**src/rtl/imm_field_packer_if.sv**
```systemverilog
// Handshake and data bundle for imm_field_packer: upstream word/immediate in,
// packed instruction plus error flags out.
interface imm_field_packer_if #(
  parameter int CNT_W = 16
);
  logic             in_valid;
  logic             in_ready;
  logic [31:0]      in_instr;
  logic [63:0]      in_imm;
  logic             out_valid;
  logic             out_ready;
  logic [31:0]      out_instr;
  logic             out_range_err;
  logic             out_fmt_err;
  logic [CNT_W-1:0] err_count;

  modport master (
    output in_valid, in_instr, in_imm, out_ready,
    input  in_ready, out_valid, out_instr, out_range_err, out_fmt_err, err_count
  );

  modport slave (
    input  in_valid, in_instr, in_imm, out_ready,
    output in_ready, out_valid, out_instr, out_range_err, out_fmt_err, err_count
  );
endinterface

```
**src/rtl/imm_field_packer.sv**
```systemverilog
// Inserts a truncated signed immediate into the format-specific field of an
// instruction word, flagging misfit immediates; 2-stage valid/ready pipeline.
module imm_field_packer #(
  parameter bit STRICT = 1'b0,
  parameter int CNT_W  = 16
) (
  input logic              clk,
  input logic              rst_n,
  imm_field_packer_if.slave bus
);
  typedef enum logic [1:0] {
    FMT_B   = 2'b00,
    FMT_BAD = 2'b01,
    FMT_CB  = 2'b10,
    FMT_D   = 2'b11
  } fmt_e;

  localparam logic [CNT_W-1:0] CNT_MAX = '1;

  fmt_e        in_fmt;
  logic        in_fit;
  logic        s1_valid;
  logic [31:0] s1_instr;
  logic [25:0] s1_imm;
  fmt_e        s1_fmt;
  logic        s1_fit;
  logic        s1_load;
  logic        s2_load;
  logic        clear_field;
  logic [31:0] pk_instr;
  logic        pk_range;
  logic        pk_fmt;
  logic             out_valid_q;
  logic [31:0]      out_instr_q;
  logic             out_range_q;
  logic             out_fmt_q;
  logic [CNT_W-1:0] err_count_q;

  assign s2_load      = !out_valid_q || bus.out_ready;
  assign bus.in_ready = !s1_valid || s2_load;
  assign s1_load      = bus.in_valid && bus.in_ready;

  assign in_fmt = fmt_e'(bus.in_instr[31:30]);

  // The immediate fits an N-bit field when every bit from N-1 upward matches.
  always_comb begin
    in_fit = 1'b1;
    case (in_fmt)
      FMT_D:   in_fit = (&bus.in_imm[63:8])  || !(|bus.in_imm[63:8]);
      FMT_CB:  in_fit = (&bus.in_imm[63:18]) || !(|bus.in_imm[63:18]);
      FMT_B:   in_fit = (&bus.in_imm[63:25]) || !(|bus.in_imm[63:25]);
      default: in_fit = 1'b1;
    endcase
  end

  always_ff @(posedge clk or negedge rst_n) begin
    if (!rst_n) begin
      s1_valid <= 1'b0;
      s1_instr <= '0;
      s1_imm   <= '0;
      s1_fmt   <= FMT_B;
      s1_fit   <= 1'b1;
    end else begin
      if (bus.in_ready) s1_valid <= bus.in_valid;
      if (s1_load) begin
        s1_instr <= bus.in_instr;
        s1_imm   <= bus.in_imm[25:0];
        s1_fmt   <= in_fmt;
        s1_fit   <= in_fit;
      end
    end
  end

  assign clear_field = STRICT && !s1_fit;

  always_comb begin
    pk_instr = s1_instr;
    pk_range = 1'b0;
    pk_fmt   = 1'b0;
    case (s1_fmt)
      FMT_D: begin
        pk_range        = !s1_fit;
        pk_instr[20:12] = clear_field ? 9'd0 : s1_imm[8:0];
      end
      FMT_CB: begin
        pk_range       = !s1_fit;
        pk_instr[23:5] = clear_field ? 19'd0 : s1_imm[18:0];
      end
      FMT_B: begin
        pk_range       = !s1_fit;
        pk_instr[25:0] = clear_field ? 26'd0 : s1_imm[25:0];
      end
      default: pk_fmt = 1'b1;
    endcase
  end

  // Output data only changes when the stage is free, so a stalled word stays put.
  always_ff @(posedge clk or negedge rst_n) begin
    if (!rst_n) begin
      out_valid_q <= 1'b0;
      out_instr_q <= '0;
      out_range_q <= 1'b0;
      out_fmt_q   <= 1'b0;
    end else if (s2_load) begin
      out_valid_q <= s1_valid;
      if (s1_valid) begin
        out_instr_q <= pk_instr;
        out_range_q <= pk_range;
        out_fmt_q   <= pk_fmt;
      end
    end
  end

  always_ff @(posedge clk or negedge rst_n) begin
    if (!rst_n) begin
      err_count_q <= '0;
    end else if (out_valid_q && bus.out_ready && (out_range_q || out_fmt_q)
                 && (err_count_q != CNT_MAX)) begin
      err_count_q <= err_count_q + 1'b1;
    end
  end

  assign bus.out_valid     = out_valid_q;
  assign bus.out_instr     = out_instr_q;
  assign bus.out_range_err = out_range_q;
  assign bus.out_fmt_err   = out_fmt_q;
  assign bus.err_count     = err_count_q;
endmodule
```
**src/flat_wrapper.sv**
```systemverilog
// flat-port wrapper written by rule: the top's interface ports become plain ports
module imm_field_packer_flat 
#(
  parameter bit STRICT = 1'b0,
  parameter int CNT_W  = 16
)
  (clk, rst_n, bus_in_valid, bus_in_instr, bus_in_imm, bus_out_ready, bus_in_ready, bus_out_valid, bus_out_instr, bus_out_range_err, bus_out_fmt_err, bus_err_count);
  imm_field_packer_if #(.CNT_W(CNT_W)) bus_i ();
  input logic clk;
  input logic rst_n;
  input wire logic [$bits(bus_i.in_valid)-1:0] bus_in_valid;
  input wire logic [$bits(bus_i.in_instr)-1:0] bus_in_instr;
  input wire logic [$bits(bus_i.in_imm)-1:0] bus_in_imm;
  input wire logic [$bits(bus_i.out_ready)-1:0] bus_out_ready;
  output wire logic [$bits(bus_i.in_ready)-1:0] bus_in_ready;
  output wire logic [$bits(bus_i.out_valid)-1:0] bus_out_valid;
  output wire logic [$bits(bus_i.out_instr)-1:0] bus_out_instr;
  output wire logic [$bits(bus_i.out_range_err)-1:0] bus_out_range_err;
  output wire logic [$bits(bus_i.out_fmt_err)-1:0] bus_out_fmt_err;
  output wire logic [$bits(bus_i.err_count)-1:0] bus_err_count;
  assign bus_i.in_valid = bus_in_valid;
  assign bus_i.in_instr = bus_in_instr;
  assign bus_i.in_imm = bus_in_imm;
  assign bus_i.out_ready = bus_out_ready;
  assign bus_in_ready = bus_i.in_ready;
  assign bus_out_valid = bus_i.out_valid;
  assign bus_out_instr = bus_i.out_instr;
  assign bus_out_range_err = bus_i.out_range_err;
  assign bus_out_fmt_err = bus_i.out_fmt_err;
  assign bus_err_count = bus_i.err_count;
  imm_field_packer #(.STRICT(STRICT), .CNT_W(CNT_W)) u_core (.clk(clk), .rst_n(rst_n), .bus(bus_i));
endmodule
```
**config.mk**
```make
export PLATFORM = sky130hd
export DESIGN_NAME = imm_field_packer_flat
export DESIGN_NICKNAME = d
export VERILOG_FILES = /design/src/rtl/imm_field_packer_if.sv /design/src/rtl/imm_field_packer.sv /design/src/flat_wrapper.sv
export SDC_FILE = /design/constraint.sdc
export NUM_CORES = 1
export LEC_CHECK = 0
export CAP_MARGIN = 20
export CORE_MARGIN = 2
export CORE_UTILIZATION = 51
export DETAILED_ROUTE_END_ITERATION = 10
export PLACE_DENSITY = 0.95
export SYNTH_ARGS = -nofsm -noshare
export SYNTH_HDL_FRONTEND = slang
export SYNTH_SLANG_ARGS = --single-unit
```
**constraint.sdc**
```tcl
create_clock -name clk -period 3.16 [get_ports clk]
set_clock_uncertainty 0.1 [all_clocks]
set_input_delay 0.632 -clock clk [delete_from_list [all_inputs] [get_ports clk]]
set_output_delay 0.632 -clock clk [all_outputs]
set_load 0.1 [all_outputs]
```
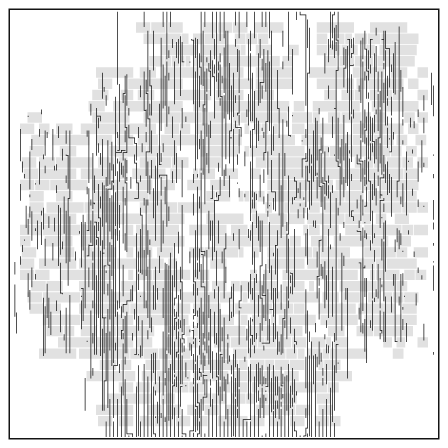
Run 1: metal 2
Cells faint in the background.
wire length on this layer: 6480 um
nets with wire on the layer: 608
share of all routed wire: 51%
main direction: vertical
longest straight run: 42.8 um
met2 layer usage reported by global route: 42.3%
Total Wirelength: 12700 um
count of vias placed by the detailed router: 3882

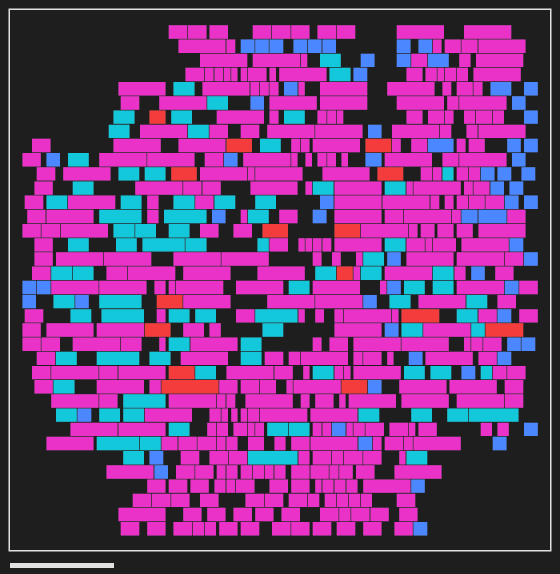
Run 1: sizing map
Scale bar: 20 um.
| size | color | cells | share | most used |
|---|---|---|---|---|
| drive 2 | cyan | 84 | 15% | mux2_2 |
| drive 3 to 4 | blue | 66 | 12% | buf_4 |
| drive 1 or less | magenta | 386 | 70% | dfrtp_1 |
| drive 6 and up | red | 15 | 2.7% | clkbuf_8 |
Area Overhead vs Synth: 34.3%
final setup margin: 868 ps
number of ordinary and repair buffers in the finished layout: 159
Design Area, Final: 6780 um^2

==> flow_results.xml, run 1 <==
<?xml version="1.0" encoding="UTF-8"?>
<metrics>
  <group name="floorplanning">
    <metric name="chipHeight" unit="um">103</metric>
  </group>
  <group name="critical_path">
    <metric name="reg2reg_from" unit="">u_core.s1_fmt[0]$_DFFE_PN0P_</metric>
    <metric name="rr_endpoint" unit="">u_core.bus.out_instr[1]$_DFFE_PN0P_</metric>
    <metric name="setup.reg_to_reg.worst_slack" unit="ps">1050</metric>
    <metric name="critPathCaptureType" unit="">primary output</metric>
    <metric name="critical_path.startpoint_type" unit="">input pin</metric>
  </group>
  <group name="sta">
    <metric name="maximum_frequency_from_static_timing_analysis" unit="GHz">0.436</metric>
    <metric name="timing.max_slew.rel_slack" unit="%">37.0</metric>
  </group>
  <group name="drt">
    <metric name="viasPerCell" unit="">5.68</metric>
    <metric name="initialDrtViolationCount" unit="">233</metric>
    <metric name="drt_pre_antenna_iters" unit="">4</metric>
  </group>
  <group name="logic_synthesis">
    <metric name="cell_count_after_synthesis" unit="">397</metric>
    <metric name="synth.distinct_cells" unit="">42</metric>
    <metric name="yosysWarnings" unit="">0</metric>
    <metric name="async_reset_ff_share" unit="%">100</metric>
    <metric name="post_synthesis_cell_count_from_yosys" unit="">397</metric>
    <metric name="enable_flop_cells" unit="">0</metric>
    <metric name="yosysSeqAreaShare" unit="%">55.0</metric>
  </group>
  <group name="placement">
    <metric name="placed_cells" unit="">668</metric>
    <metric name="dp_hpwl" unit="um">9590</metric>
  </group>
  <group name="cells_and_area">
    <metric name="num_antenna_cells" unit="">0</metric>
    <metric name="final_layout_size_suffix_gt1_share" unit="%">29.9</metric>
    <metric name="layoutNonFillerInstCount" unit="">684</metric>
  </group>
  <group name="clock_network">
    <metric name="clk_root_buffer_cell" unit="">clkbuf_8</metric>
  </group>
  <group name="status">
    <metric name="run_status" unit="">complete, no violations</metric>
  </group>
  <group name="pwr">
    <metric name="net-switching-power" unit="uW">2330</metric>
    <metric name="power.share.combinational" unit="%">44.6</metric>
  </group>
  <group name="flow_run">
    <metric name="total_number_of_warnings_across_the_stage_logs" unit="">26</metric>
  </group>
  <group name="grt">
    <metric name="number_of_global_route_vias_before_repair" unit="">4057</metric>
  </group>
</metrics>
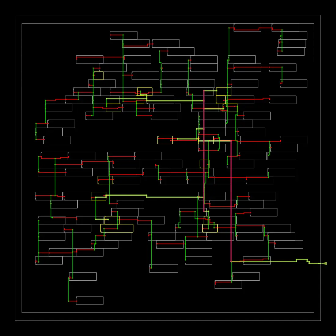
Run 1: clock nets
number of buffers created by CTS: 9
count of clock tree sinks: 111
power attributed to the clock group: 873 uW

[run 1: power groups by stage]
stage | logic [uW] | registers (uW) | clock network (uW)
after global routing | 2360 | 1970 | 955
after CTS | 2270 | 1930 | 881
after floorplan | 500 | 3090 | 0
final | 2260 | 1940 | 873
after detailed placement | 2270 | 1960 | 0
after global placement | 2220 | 1940 | 0
[run 1: kinds of logic after synthesis]
kind of cell               count (synthesis)  synth area share [%]
and+or+nand+nor                          114                  12.3
DFF                                      111                  55.0
muxes                                     99                  23.7
AOI/OAI and AO/OA                         37                  4.06
buffers and inverters                     21                  2.21
xor gates and xnor gates                  14                  2.43
adders and majority gates                  1                 0.248
[run 1: per-stage QoR]
step	area, um^2	power (uW)	hold WS [ps]	setup slack [ps]
6_report	6780	5070	184	868
5_1_grt	6780	5280	216	799
4_1_cts	6780	5090	209	859
3_5_place_dp	6570	4230	375	563
3_3_place_gp	6570	4160	366	636
2_1_floorplan	5050	3590	236	242
[run 1: sequential cells by signal, summed over array words and instances, names as in the netlist, 2 cells and up]
name,cells
u_core.bus.err_count,16
u_core.bus.out_instr,32
u_core.s1_fmt,2
u_core.s1_imm,26
u_core.s1_instr,30
[run 1: cell usage in the layout (no fill, tap or decap), types with 3 or more instances in the layout]
cell type	n
dfrtp_1	109
xnor2_1	12
mux2_1	3
nor2_1	11
nand4_1	18
nand3_1	13
nand2b_1	5
nor3_1	5
buf_4	59
mux2i_1	17
clkbuf_8	10
mux4_2	9
mux2_2	69
nand2_1	27
o21ai_0	19
a21oi_1	11
nor4_1	13
clkdlybuf4s50_1	98
and3_1	9
[run 1: metal layers]
layer	GRT usage (%)	wire [um]	up-vias	share of wire, %
li1	-	-	1755	-
met4	9.82	380	0	3.0
met3	4.70	718	34	5.6
met1	33.1	5130	1938	40
met2	42.3	6480	155	51
met5	0	0	-	0
[run 1: how the worst max path moves through the flow]
stage	depth (start not counted)	slack [ps]	endpoint	start
2_1_floorplan	5	240	u_core.s1_imm[14]$_DFFE_PN0P_	u_core.bus.out_valid$_DFFE_PN0P_
3_5_place_dp	5	560	u_core.s1_imm[19]$_DFFE_PN0P_	bus_out_ready
6_report	3	870	bus_in_ready	bus_out_ready
4_1_cts	3	860	bus_in_ready	bus_out_ready
5_1_grt	3	800	bus_in_ready	bus_out_ready
3_3_place_gp	5	640	u_core.s1_imm[8]$_DFFE_PN0P_	bus_out_ready
[run 1: critical path, stage by stage]
cell and delay [ps]:
clkdlybuf4s50_1 430, nand3b_1 270, buf_12 230
[run 1: cell type report]
cell class	instances	area [um^2]	share of cell area [%]
Clock buffer	11	141	2.09
Clock inverter	5	63.8	0.941
Multi-Input combinational cell	265	2160	31.9
Sequential cell	111	2780	41.0
Tap cell	133	166	2.46
Timing Repair Buffer	159	1460	21.6
--- run 2 (diff from run 1) ---
- CORE_UTILIZATION: 51 -> 43
- PLACE_DENSITY: 0.95 -> 0.88
- clock period: 3.16 -> 1.9 ns (I/O delays scaled with it)
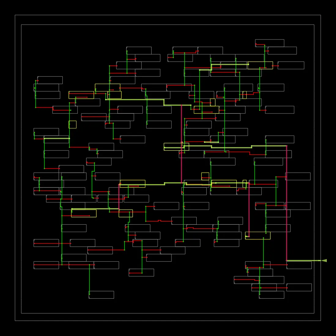
Run 2: clock nets
insertion delay of the later-clocked pin in the worst-skew pair: 350 ps
CLK BUF: 13
power attributed to the clock group: 1780 uW

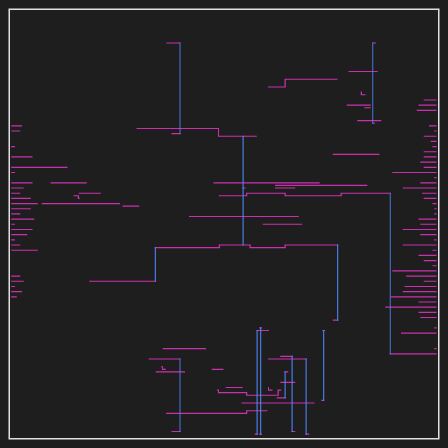
Run 2: metal layers overlaid
Only two layers are drawn.
| layer | color | wire length |
|---|---|---|
| met4 | blue | 283 um |
| met3 | magenta | 762 um |
global routing usage summed across all routing layers: 22.2%
DR WL/cell: 18.9 um
Total Wirelength: 13500 um

==> run 2 against run 1 <==
Register-to-register slack lost 940 ps. Die size grew 18%. Flip-flop count is the same. Critical path depth grew 3. Combinational power grew 100%. Synthesized cell count is the same. Utilization shrank 1.6 points. Setup slack lost 770 ps. Hold slack gained 200 ps. Largest cell class unchanged. Largest power group unchanged.
==> flow_results.xml, run 2 <==
<?xml version="1.0" encoding="UTF-8"?>
<metrics>
  <group name="status">
    <metric name="run_status" unit="">complete, no violations</metric>
  </group>
  <group name="critical_path">
    <metric name="cp_slowest_stage_delay" unit="ps">530</metric>
    <metric name="path_delay_family" unit="">simple AND/OR/NAND/NOR gates</metric>
    <metric name="crit_path_top_delay_cell" unit="">or4_1</metric>
  </group>
  <group name="clock_network">
    <metric name="numCtsBuffers" unit="">9</metric>
    <metric name="clk_root_buffer_cell" unit="">clkbuf_16</metric>
  </group>
  <group name="logic_synthesis">
    <metric name="cell_count_after_synthesis" unit="">397</metric>
    <metric name="post_synthesis_cell_count_from_yosys" unit="">397</metric>
    <metric name="yosysWarnings" unit="">0</metric>
    <metric name="enable_flop_cells" unit="">0</metric>
  </group>
  <group name="pwr">
    <metric name="net-switching-power" unit="uW">4090</metric>
  </group>
  <group name="sta">
    <metric name="timing.max_slew.rel_slack" unit="%">76.1</metric>
    <metric name="maximum_frequency_from_static_timing_analysis" unit="GHz">0.554</metric>
    <metric name="whs" unit="ps">385</metric>
  </group>
  <group name="flow_run">
    <metric name="total_number_of_warnings_across_the_stage_logs" unit="">27</metric>
  </group>
  <group name="grt">
    <metric name="number_of_global_route_vias_before_repair" unit="">4171</metric>
  </group>
  <group name="drt">
    <metric name="dr_total_vias" unit="">3980</metric>
    <metric name="drt_pre_antenna_iters" unit="">4</metric>
  </group>
  <group name="cells_and_area">
    <metric name="final_layout_top_logic_cell" unit="">clkdlybuf4s50_1</metric>
    <metric name="area_delta_synth_final" unit="%">54.6</metric>
    <metric name="fin_area" unit="um^2">7810</metric>
  </group>
  <group name="floorplanning">
    <metric name="chipHeight" unit="um">112</metric>
  </group>
</metrics>
[run 2: cell counts after synthesis]
No cell type changed its count.
[run 2: final timing paths]
kind	start	to	slack, ps	cells after the start
worst max-delay path	bus_in_imm[25]	u_core.s1_fit$_DFFE_PN1P_	100	6
worst min-delay path	rst_n	u_core.s1_instr[27]$_DFFE_PN0P_	390	2
worst max register to register	u_core.bus.err_count[1]$_DFFE_PN0P_	u_core.bus.err_count[1]$_DFFE_PN0P_	110	6
worst min register to register	u_core.s1_instr[0]$_DFFE_PN0P_	u_core.s1_instr[0]$_DFFE_PN0P_	410	1
max in group asynchronous	rst_n	u_core.bus.out_fmt_err$_DFFE_PN0P_	710	3
min in group clk	u_core.s1_instr[0]$_DFFE_PN0P_	u_core.s1_instr[0]$_DFFE_PN0P_	410	1
[run 2: metrics by stage]
step / cells / setup WS (ps)
2_1_floorplan: 397 / -776
3_3_place_gp: 697 / -199
3_5_place_dp: 697 / -249
4_1_cts: 714 / 103
5_1_grt: 714 / 22.6
6_report: 714 / 95.7
[run 2: metal layers]
layer | up-vias | part of all wire, % | track usage (%)
met3 | 27 | 5.7 | 5.83
met5 | - | 0 | 0
li1 | 1805 | - | -
met2 | 153 | 52 | 38.1
met4 | 0 | 2.1 | 6.50
met1 | 1995 | 41 | 27.7
[run 2: cells by family (layout without fill, tap and decap cells)]
| logic type | after synthesis | count (layout) | share of synthesized area (%) |
|---|---|---|---|
| flip-flops | 111 | 111 | 55.0 |
| AND/OR/NAND/NOR | 114 | 114 | 12.3 |
| AND-OR/OR-AND | 37 | 37 | 4.06 |
| XOR/XNOR | 14 | 14 | 2.43 |
| multiplexers | 99 | 99 | 23.7 |
| buffers and inverters | 21 | 195 | 2.21 |
| adder cells (fa/ha/maj) | 1 | 1 | 0.248 |
[run 2: area by class of cell]
class	instances	area [um^2]	area share (%)
clock buffer	13	260	3.33
timing repair buffer	179	2330	29.8
clock inverter	3	20.0	0.256
tap	143	179	2.29
sequential	111	2830	36.2
multi-input combinational	265	2190	28.1
[run 2: repair_timing]
action,in CTS,in global routing
hold endpoints to repair,22,0
buffers inserted,0,0
hold buffers,1,0
setup endpoints to repair,0,0
[run 2: power groups by stage]
stage          combinational (uW)  clock (uW)  sequential, uW
2_1_floorplan                 858           0            5200
4_1_cts                      4640        1820            3400
6_report                     4610        1780            3400
5_1_grt                      4770        1920            3450
3_5_place_dp                 4630           0            3440
3_3_place_gp                 4560           0            3410
--- run 3 (diff from run 2) ---
- CORE_MARGIN: 2 -> 3
- RECOVER_POWER: unset -> 25
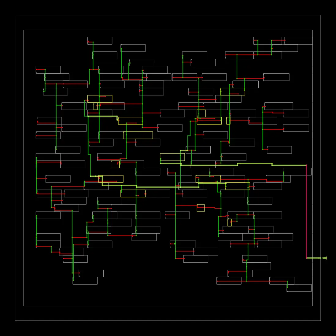
Run 3: clock nets
CLK BUF: 12
insertion delay of the later-clocked pin in the worst-skew pair: 340 ps

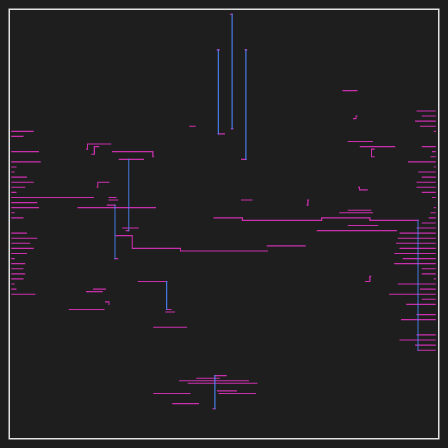
Run 3: metal layers overlaid
Only two layers are drawn.
| layer | color | wire length |
|---|---|---|
| met4 | blue | 167 um |
| met3 | magenta | 718 um |
Total Wirelength: 14100 um
global routing usage summed across all routing layers: 22.3%
DR WL/cell: 19.7 um
count of vias placed by the detailed router: 3995

==> run 3 against run 2 <==
Utilization increased by 1.7 points. Routed wire length is 4.6% higher. Global-route usage grew 0.10 points. Hold slack better by 21 ps. Combinational power rose by 0.9%. Largest cell class unchanged. Fmax is 2.4% lower. Sequential share of layout area fell by 0.12 points. Area after synthesis unchanged.
==> flow_results.xml, run 3 <==
<?xml version="1.0" encoding="UTF-8"?>
<metrics>
  <group name="status">
    <metric name="run_status" unit="">complete, no violations</metric>
  </group>
  <group name="placement">
    <metric name="placed_cells" unit="">697</metric>
    <metric name="place_congestion" unit="">0.914</metric>
  </group>
  <group name="sta">
    <metric name="timing.final.setup_violations" unit="">0</metric>
    <metric name="maximum_frequency_from_static_timing_analysis" unit="GHz">0.541</metric>
    <metric name="timing.max_slew.rel_slack" unit="%">36.1</metric>
    <metric name="rsz0062_at_grt" unit="">no</metric>
  </group>
  <group name="logic_synthesis">
    <metric name="enable_flop_cells" unit="">0</metric>
    <metric name="ys_top_cells_by_area" unit="">dfrtp_1, mux2_2, mux4_2</metric>
    <metric name="postSynthAreaPerCell" unit="um^2">12.7</metric>
    <metric name="yosysWarnings" unit="">0</metric>
    <metric name="synthMostInstantiatedCell" unit="">dfrtp_1</metric>
    <metric name="syn_area" unit="um^2">5050</metric>
    <metric name="cell_count_after_synthesis" unit="">397</metric>
    <metric name="synth_largest_type_area_fraction" unit="%">54.5</metric>
    <metric name="post_synthesis_cell_count_from_yosys" unit="">397</metric>
    <metric name="async_reset_ff_share" unit="%">100</metric>
  </group>
  <group name="floorplanning">
    <metric name="design.portCount" unit="">152</metric>
    <metric name="fp_util" unit="%">45.2</metric>
    <metric name="chipHeight" unit="um">114</metric>
  </group>
  <group name="cells_and_area">
    <metric name="final_layout_size_suffix_gt1_share" unit="%">36.6</metric>
    <metric name="number_of_flip_flops_under_the_largest_register_name" unit="">32</metric>
    <metric name="fin_area" unit="um^2">7830</metric>
    <metric name="area_delta_synth_final" unit="%">55.1</metric>
    <metric name="layoutNonFillerInstCount" unit="">714</metric>
    <metric name="highest_count_cells_in_the_layout_ignoring_fill_and_taps" unit="">clkdlybuf4s50_1, dfrtp_1, mux2_2, buf_12, nand2_1</metric>
    <metric name="final_layout_top_logic_cell" unit="">clkdlybuf4s50_1</metric>
  </group>
  <group name="critical_path">
    <metric name="timing.critical_path.required" unit="ps">1420</metric>
    <metric name="crit_path_cell_trace" unit="">clkdlybuf4s50_1 -&gt; nand3b_1 -&gt; buf_4 -&gt; buf_12</metric>
    <metric name="crit_path_top_delay_cell" unit="">clkdlybuf4s50_1</metric>
    <metric name="cp_slowest_stage_delay" unit="ps">460</metric>
  </group>
  <group name="drt">
    <metric name="drt_pre_antenna_iters" unit="">5</metric>
  </group>
  <group name="clock_network">
    <metric name="cts_setup_buffers" unit="">0</metric>
    <metric name="numCtsBuffers" unit="">9</metric>
    <metric name="clk_root_buffer_cell" unit="">clkbuf_16</metric>
  </group>
  <group name="flow_run">
    <metric name="maxCapViolCount" unit="">0</metric>
    <metric name="total_number_of_warnings_across_the_stage_logs" unit="">27</metric>
  </group>
  <group name="grt">
    <metric name="number_of_global_route_vias_before_repair" unit="">4216</metric>
  </group>
  <group name="pwr">
    <metric name="leakage" unit="uW">0.00323</metric>
  </group>
</metrics>
[run 3: timing repair]
item                                    in CTS  in global routing
gates resized                                0                  2
hold buffers                                 1                  0
endpoints found under the hold margin       31                  0
endpoints found under the setup margin       0                  1
[run 3: critical path, delay by kind of cell]
family                 cells  cell delay, ps
and+or+nand+nor            1             200
buffers and inverters      3             790
[run 3: path summary, 6_finish.rpt]
kind / slack [ps] / cells past startpoint / to / start
max: 50 / 4 / bus_in_ready / bus_out_ready
min: 410 / 1 / u_core.s1_instr[15]$_DFFE_PN0P_ / u_core.s1_instr[15]$_DFFE_PN0P_
max reg2reg: 70 / 6 / u_core.bus.err_count[1]$_DFFE_PN0P_ / u_core.bus.err_count[1]$_DFFE_PN0P_
min reg2reg: 410 / 1 / u_core.s1_instr[15]$_DFFE_PN0P_ / u_core.s1_instr[15]$_DFFE_PN0P_
max in group asynchronous: 240 / 3 / u_core.bus.out_instr[23]$_DFFE_PN0P_ / rst_n
min in group asynchronous: 620 / 2 / u_core.bus.out_instr[27]$_DFFE_PN0P_ / rst_n
[run 3: kinds of logic after synthesis]
group,Yosys count,share of synthesized area (%)
DFF,111,55.0
buffers and inverters,21,2.21
xor gates and xnor gates,14,2.43
muxes,99,23.7
and+or+nand+nor,114,12.3
adders and majority gates,1,0.248
AOI/OAI and AO/OA,37,4.06
[run 3: where the power goes]
group	internal (uW)	switching [uW]
Clock	1030	827
Combinational	1880	2770
Sequential	2870	531
Total	5780	4130
[run 3: through the flow]
step                total power, uW  setup TNS [ps]  hold slack, ps  worst slack (ps)  util, %
global route                  10300               0             426              10.5     70.1
global placement               7980           -6170             266              -218     67.4
finish                         9910               0             407              51.6     70.1
floorplan                      6060          -44600           -15.6              -776        -
detailed placement             8100           -9790             282              -291     67.4
CTS                            9980               0             411              55.2     70.1
[run 3: layout make-up]
class,count,area (um^2),area share [%]
multi-input cells,265,2200,28.1
clock buffers,12,236,3.02
clock inverters,4,55.1,0.703
well taps,140,175,2.24
repair buffers,182,2340,29.9
flip-flops and latches,111,2830,36.1
[run 3: routing by layer]
metal	track usage (%)	vias up	wire length [um]	part of all wire, %
met1	29.6	2004	5870	42
met4	5.46	0	166	1.2
met5	0	-	0	0
li1	-	1812	-	-
met3	4.28	16	717	5.1
met2	37.8	163	7350	52

==> layout pictures side by side <==
Met4 routing.
Scale bar: 20 um. Cells faint in the background.
Plate I
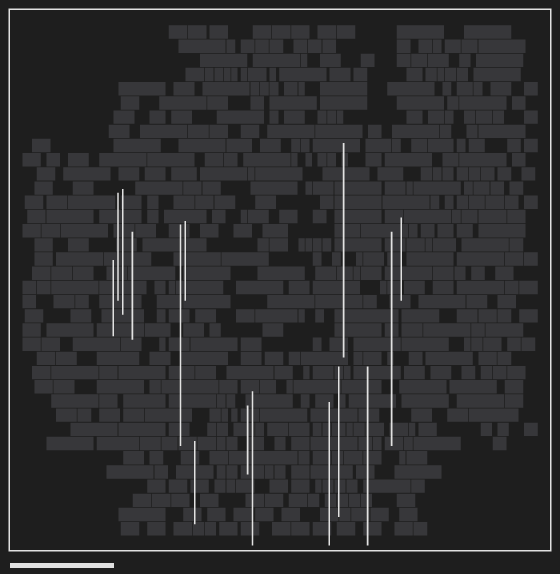
Plate II
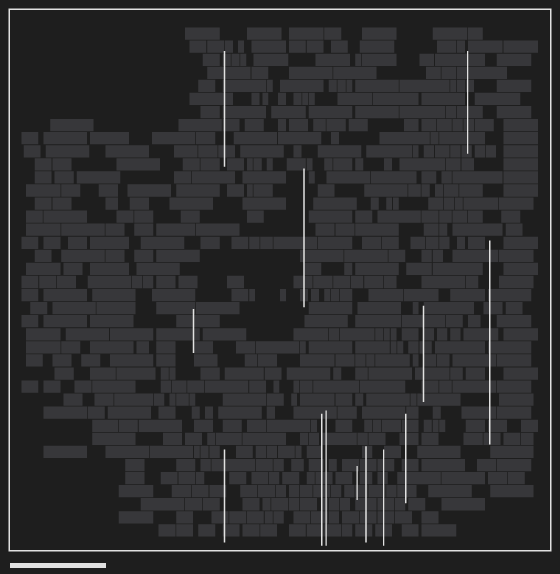
Plate II comes from run 2.
Plate I comes from run 1.
- largest die: Plate II

Key to Plate I:
share of all routed wire: 3.0%
nets with wire on the layer: 15
longest straight run: 42.2 um
main direction: vertical

No activity file was given, so power comes from the tool's default toggle rates.
